$ cat src/rtl/dma_pkg.sv
// Shared definitions for the single-channel DMA controller:
// FSM state codes and configuration register select codes.
package dma_pkg;

  localparam logic [2:0] S_IDLE = 3'd0;
  localparam logic [2:0] S_REQ  = 3'd1;
  localparam logic [2:0] S_RD   = 3'd2;
  localparam logic [2:0] S_WR   = 3'd3;
  localparam logic [2:0] S_REL  = 3'd4;
  localparam logic [2:0] S_DONE = 3'd5;

  localparam logic [1:0] SEL_SRC = 2'd0;
  localparam logic [1:0] SEL_DST = 2'd1;
  localparam logic [1:0] SEL_LEN = 2'd2;

endpackage

$ cat src/rtl/dma_controller.sv
// Single-channel memory-to-memory DMA engine with burst-limited
// bus tenures and retry of accesses interrupted by grant loss.
module dma_controller
  import dma_pkg::*;
#(
  parameter int ADDR_W    = 16,
  parameter int DATA_W    = 8,
  parameter int BURST_LEN = 4
) (
  input  logic              clk,
  input  logic              rst,
  input  logic              cfg_we,
  input  logic [1:0]        cfg_sel,
  input  logic [ADDR_W-1:0] cfg_wdata,
  input  logic              start,
  output logic              busy,
  output logic              done,
  output logic              dma_req,
  input  logic              bus_grant,
  output logic [ADDR_W-1:0] bus_addr,
  output logic              bus_rd,
  output logic              bus_wr,
  output logic [DATA_W-1:0] bus_wdata,
  input  logic [DATA_W-1:0] bus_rdata,
  input  logic              bus_ack
);

  localparam int BW = $clog2(BURST_LEN + 1);

  logic [2:0]        state_q, state_d;
  logic [ADDR_W-1:0] src_cfg_q, src_cfg_d;
  logic [ADDR_W-1:0] dst_cfg_q, dst_cfg_d;
  logic [ADDR_W-1:0] len_cfg_q, len_cfg_d;
  logic [ADDR_W-1:0] src_q, src_d;
  logic [ADDR_W-1:0] dst_q, dst_d;
  logic [ADDR_W-1:0] rem_q, rem_d;
  logic [BW-1:0]     burst_q, burst_d;
  logic [DATA_W-1:0] data_q, data_d;
  logic              wpend_q, wpend_d;

  always_comb begin
    state_d   = state_q;
    src_cfg_d = src_cfg_q;
    dst_cfg_d = dst_cfg_q;
    len_cfg_d = len_cfg_q;
    src_d     = src_q;
    dst_d     = dst_q;
    rem_d     = rem_q;
    burst_d   = burst_q;
    data_d    = data_q;
    wpend_d   = wpend_q;
    unique case (state_q)
      S_IDLE: begin
        if (cfg_we) begin
          unique case (cfg_sel)
            SEL_SRC: src_cfg_d = cfg_wdata;
            SEL_DST: dst_cfg_d = cfg_wdata;
            SEL_LEN: len_cfg_d = cfg_wdata;
            default: ;
          endcase
        end
        if (start) begin
          if (len_cfg_q == '0) begin
            state_d = S_DONE;
          end else begin
            src_d   = src_cfg_q;
            dst_d   = dst_cfg_q;
            rem_d   = len_cfg_q;
            burst_d = '0;
            wpend_d = 1'b0;
            state_d = S_REQ;
          end
        end
      end
      // wpend_q remembers that the read half already completed,
      // so a grant loss during WR resumes with the write.
      S_REQ: begin
        if (bus_grant) state_d = wpend_q ? S_WR : S_RD;
      end
      S_RD: begin
        if (!bus_grant) begin
          state_d = S_REQ;
        end else if (bus_ack) begin
          data_d  = bus_rdata;
          wpend_d = 1'b1;
          state_d = S_WR;
        end
      end
      S_WR: begin
        if (!bus_grant) begin
          state_d = S_REQ;
        end else if (bus_ack) begin
          src_d   = src_q + 1'b1;
          dst_d   = dst_q + 1'b1;
          rem_d   = rem_q - 1'b1;
          burst_d = burst_q + 1'b1;
          wpend_d = 1'b0;
          if (rem_q == ADDR_W'(1))
            state_d = S_DONE;
          else if (burst_q == BW'(BURST_LEN - 1))
            state_d = S_REL;
          else
            state_d = S_RD;
        end
      end
      S_REL: begin
        burst_d = '0;
        state_d = S_REQ;
      end
      S_DONE:  state_d = S_IDLE;
      default: state_d = S_IDLE;
    endcase
  end

  always_ff @(posedge clk) begin
    if (rst) begin
      state_q   <= S_IDLE;
      src_cfg_q <= '0;
      dst_cfg_q <= '0;
      len_cfg_q <= '0;
      src_q     <= '0;
      dst_q     <= '0;
      rem_q     <= '0;
      burst_q   <= '0;
      data_q    <= '0;
      wpend_q   <= 1'b0;
    end else begin
      state_q   <= state_d;
      src_cfg_q <= src_cfg_d;
      dst_cfg_q <= dst_cfg_d;
      len_cfg_q <= len_cfg_d;
      src_q     <= src_d;
      dst_q     <= dst_d;
      rem_q     <= rem_d;
      burst_q   <= burst_d;
      data_q    <= data_d;
      wpend_q   <= wpend_d;
    end
  end

  assign busy    = (state_q != S_IDLE);
  assign done    = (state_q == S_DONE);
  assign dma_req = (state_q == S_REQ) || (state_q == S_RD) ||
                   (state_q == S_WR);
  // Strobes are gated by grant so they vanish in the cycle it drops.
  assign bus_rd    = (state_q == S_RD) && bus_grant;
  assign bus_wr    = (state_q == S_WR) && bus_grant;
  assign bus_addr  = bus_rd ? src_q : (bus_wr ? dst_q : '0);
  assign bus_wdata = bus_wr ? data_q : '0;

endmodule

$ cat config.mk
export PLATFORM = sky130hd
export DESIGN_NAME = dma_controller
export DESIGN_NICKNAME = d
export VERILOG_FILES = /design/src/rtl/dma_pkg.sv /design/src/rtl/dma_controller.sv
export SDC_FILE = /design/constraint.sdc
export NUM_CORES = 1
export LEC_CHECK = 0
export CORE_MARGIN = 2
export CORE_UTILIZATION = 25
export DETAILED_ROUTE_END_ITERATION = 8
export PLACE_DENSITY = 0.43
export SETUP_SLACK_MARGIN = 0.5
export SLEW_MARGIN = 20
export SYNTH_ARGS = -nofsm -noshare
export SYNTH_HDL_FRONTEND = slang
export SYNTH_SLANG_ARGS = --single-unit
$ cat constraint.sdc
create_clock -name clk -period 3.5 [get_ports clk]
set_clock_uncertainty 0.15 [all_clocks]
set_input_delay 0.35 -clock clk [delete_from_list [all_inputs] [get_ports clk]]
set_output_delay 0.35 -clock clk [all_outputs]
set_load 0.05 [all_outputs]
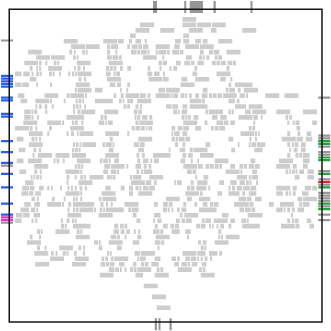
Figure 1: ports around the boundary.
(2 px per um) Pins as bars across the die edge, other pins in gray.
legend:
  magenta:
    port: cfg_sel
    pins: 2
    direction: input
    edge: west
  red:
    port: bus_grant
    pins: 1
    direction: input
    edge: east
  blue:
    port: cfg_wdata
    pins: 16
    direction: input
    edge: west
  green:
    port: bus_rdata
    pins: 8
    direction: input
    edge: east
all pins by edge: 25 east, 21 west, 12 north, 3 south

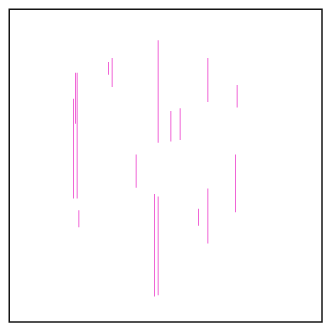
Figure 2: met4 routing.
(2 px per um)
nets with wire on the layer: 13
share of all routed wire: 2.2%
wire length on this layer: 460 um

==> run_results.csv <==
group,metric,value,unit
timing,grt_setup_unrepaired,"false",
power_and_ir_drop,intPower,2360,uW
cts,clk_path_buf_depth,2,
timing,post-route-period-util,82.3,%
power_and_ir_drop,clkPwrFrac,30.1,%
critical_path,path_max_fanout,16,
power_and_ir_drop,swShare,38.9,%
floorplanning,fp.dieW,156,um
logic_synthesis,synth.area.mux_share,0.370,%
route,drtAntennaViolNets,0,
grt,first_global_vias,5532,
route,wl,20800,um
outcome,status,"finished clean",
critical_path,cp.arrival,2380,ps
logic_synthesis,ys_cells,743,
route,wl_per_cell,19.6,um
power_and_ir_drop,power.share.combinational,29.9,%
timing,fin_tns_setup,0,ps
logic_synthesis,syn_area_per_cell,7.74,um^2
floorplanning,die_h,156,um
logic_synthesis,synth-edff-count,0,
logic_synthesis,synthArstFlopShare,0,%
route,drt_iter0_markers,537,
critical_path,critPathRequiredTime,3000,ps
logic_synthesis,top_cells_by_count,"nand2_1 (141), dfxtp_1 (111), a21oi_1 (88)",
critical_path,worst_path_most_repeated_cell,"buf_4",
power_and_ir_drop,vdd_drop_max,258,uV
critical_path,cp-start-kind,"flip-flop",
cts,cts_setup_buffers,0,
route,dr.pass1.iters,5,
grt,grt_util_met3,3.39,%
timing,min_period,2880,ps
route,via_per_inst,5.50,
grt,grtUsageMet2,26.0,%
floorplanning,die-area,0.0242,mm^2
cts,clock-root-buffer,"clkbuf_16",
grt,overflow,0,
cts,tritoncts,"built",
grt,grt.busiest_layer,"met2",
critical_path,crit_chain,"and3b_1 > buf_4 > and2_1 > buf_4 > a22o_1 > buf_12",
logic_synthesis,syn_area,0.00575,mm^2
logic_synthesis,top_area_share,38.6,%
run,drv_cap,0,
power_and_ir_drop,seqPwrFrac,40.0,%
timing,slew_headroom,35.6,%
run,tool_warnings,27,
logic_synthesis,synth_warnings,0,
power_and_ir_drop,power,3870,uW
cells_and_area,most-common-layout-cells,"nand2_1 (141), dfxtp_1 (109), a21oi_1 (88), clkdlybuf4s50_1 (33), buf_4 (31)",
critical_path,slowest_delay,510,ps
logic_synthesis,synth_cell_types,72,
logic_synthesis,synth.logic.top_family,"AND-OR/OR-AND gates",
logic_synthesis,ys.flops,111,
logic_synthesis,synthTopCellsByArea,"dfxtp_1 (39%), nand2_1 (9.2%), a21oi_1 (7.7%)",
timing,layout_setup_ws,619,ps
floorplanning,pin_count,61,
cts,cts-htree-levels,3,
logic_synthesis,most_common_cell,"nand2_1",
cells_and_area,n_antenna_cell,0,
power_and_ir_drop,p_leak,0.00233,uW
per-stage QoR:
step                      instance area (um^2)  instances
after floorplan                           5750        743
after global placement                    6820       1048
after detailed placement                  6820       1048
after CTS                                 7150       1064
after global routing                      7150       1064
final                                     7150       1064
power by group through the flow:
stage	Clock, uW	Combinational [uW]	Sequential [uW]
3_5_place_dp	0	1150	1570
5_1_grt	1240	1260	1570
6_report	1160	1160	1550
2_1_floorplan	0	793	1490
4_1_cts	1190	1150	1550
3_3_place_gp	0	1130	1570
worst paths after layout:
path	startpoint	end	slack, ps
worst min-delay path	data_q[7]$_SDFFE_PP0P_	data_q[7]$_SDFFE_PP0P_	300
worst max register to register	state_q[0]$_SDFFE_PP0P_	rem_q[11]$_SDFFE_PP0P_	790
worst min register to register	data_q[7]$_SDFFE_PP0P_	data_q[7]$_SDFFE_PP0P_	300
worst max-delay path	state_q[0]$_SDFFE_PP0P_	bus_addr[15]	620
what timing repair did:
action	4_1_cts	5_1_grt
endpoints found under the setup margin	12	0
hold endpoints to repair	0	0
resized	2	0
cell type report:
class | instances | area (um^2) | share of cell area (%)
multi-input cells | 554 | 3240 | 45.3
flip-flops and latches | 111 | 2220 | 31.1
repair buffers | 83 | 943 | 13.2
well taps | 285 | 357 | 4.98
clock buffers | 9 | 225 | 3.15
clock inverters | 7 | 110 | 1.54
inverters | 15 | 56.3 | 0.787
per-layer routing:
layer  share of wire (%)  vias to the layer above
li1                    -                     2811
met1                  48                     2793
met2                  44                      209
met3                 5.9                       36
met4                 2.2                        0
met5                   0                        -
critical path: cells and delay by family (launching register included):
family | cells | cell delay, ps
and+or+nand+nor | 2 | 600
DFF | 1 | 510
AOI/OAI and AO/OA | 1 | 230
buffers and inverters | 3 | 680
Power is estimated from default activity; no workload was simulated.
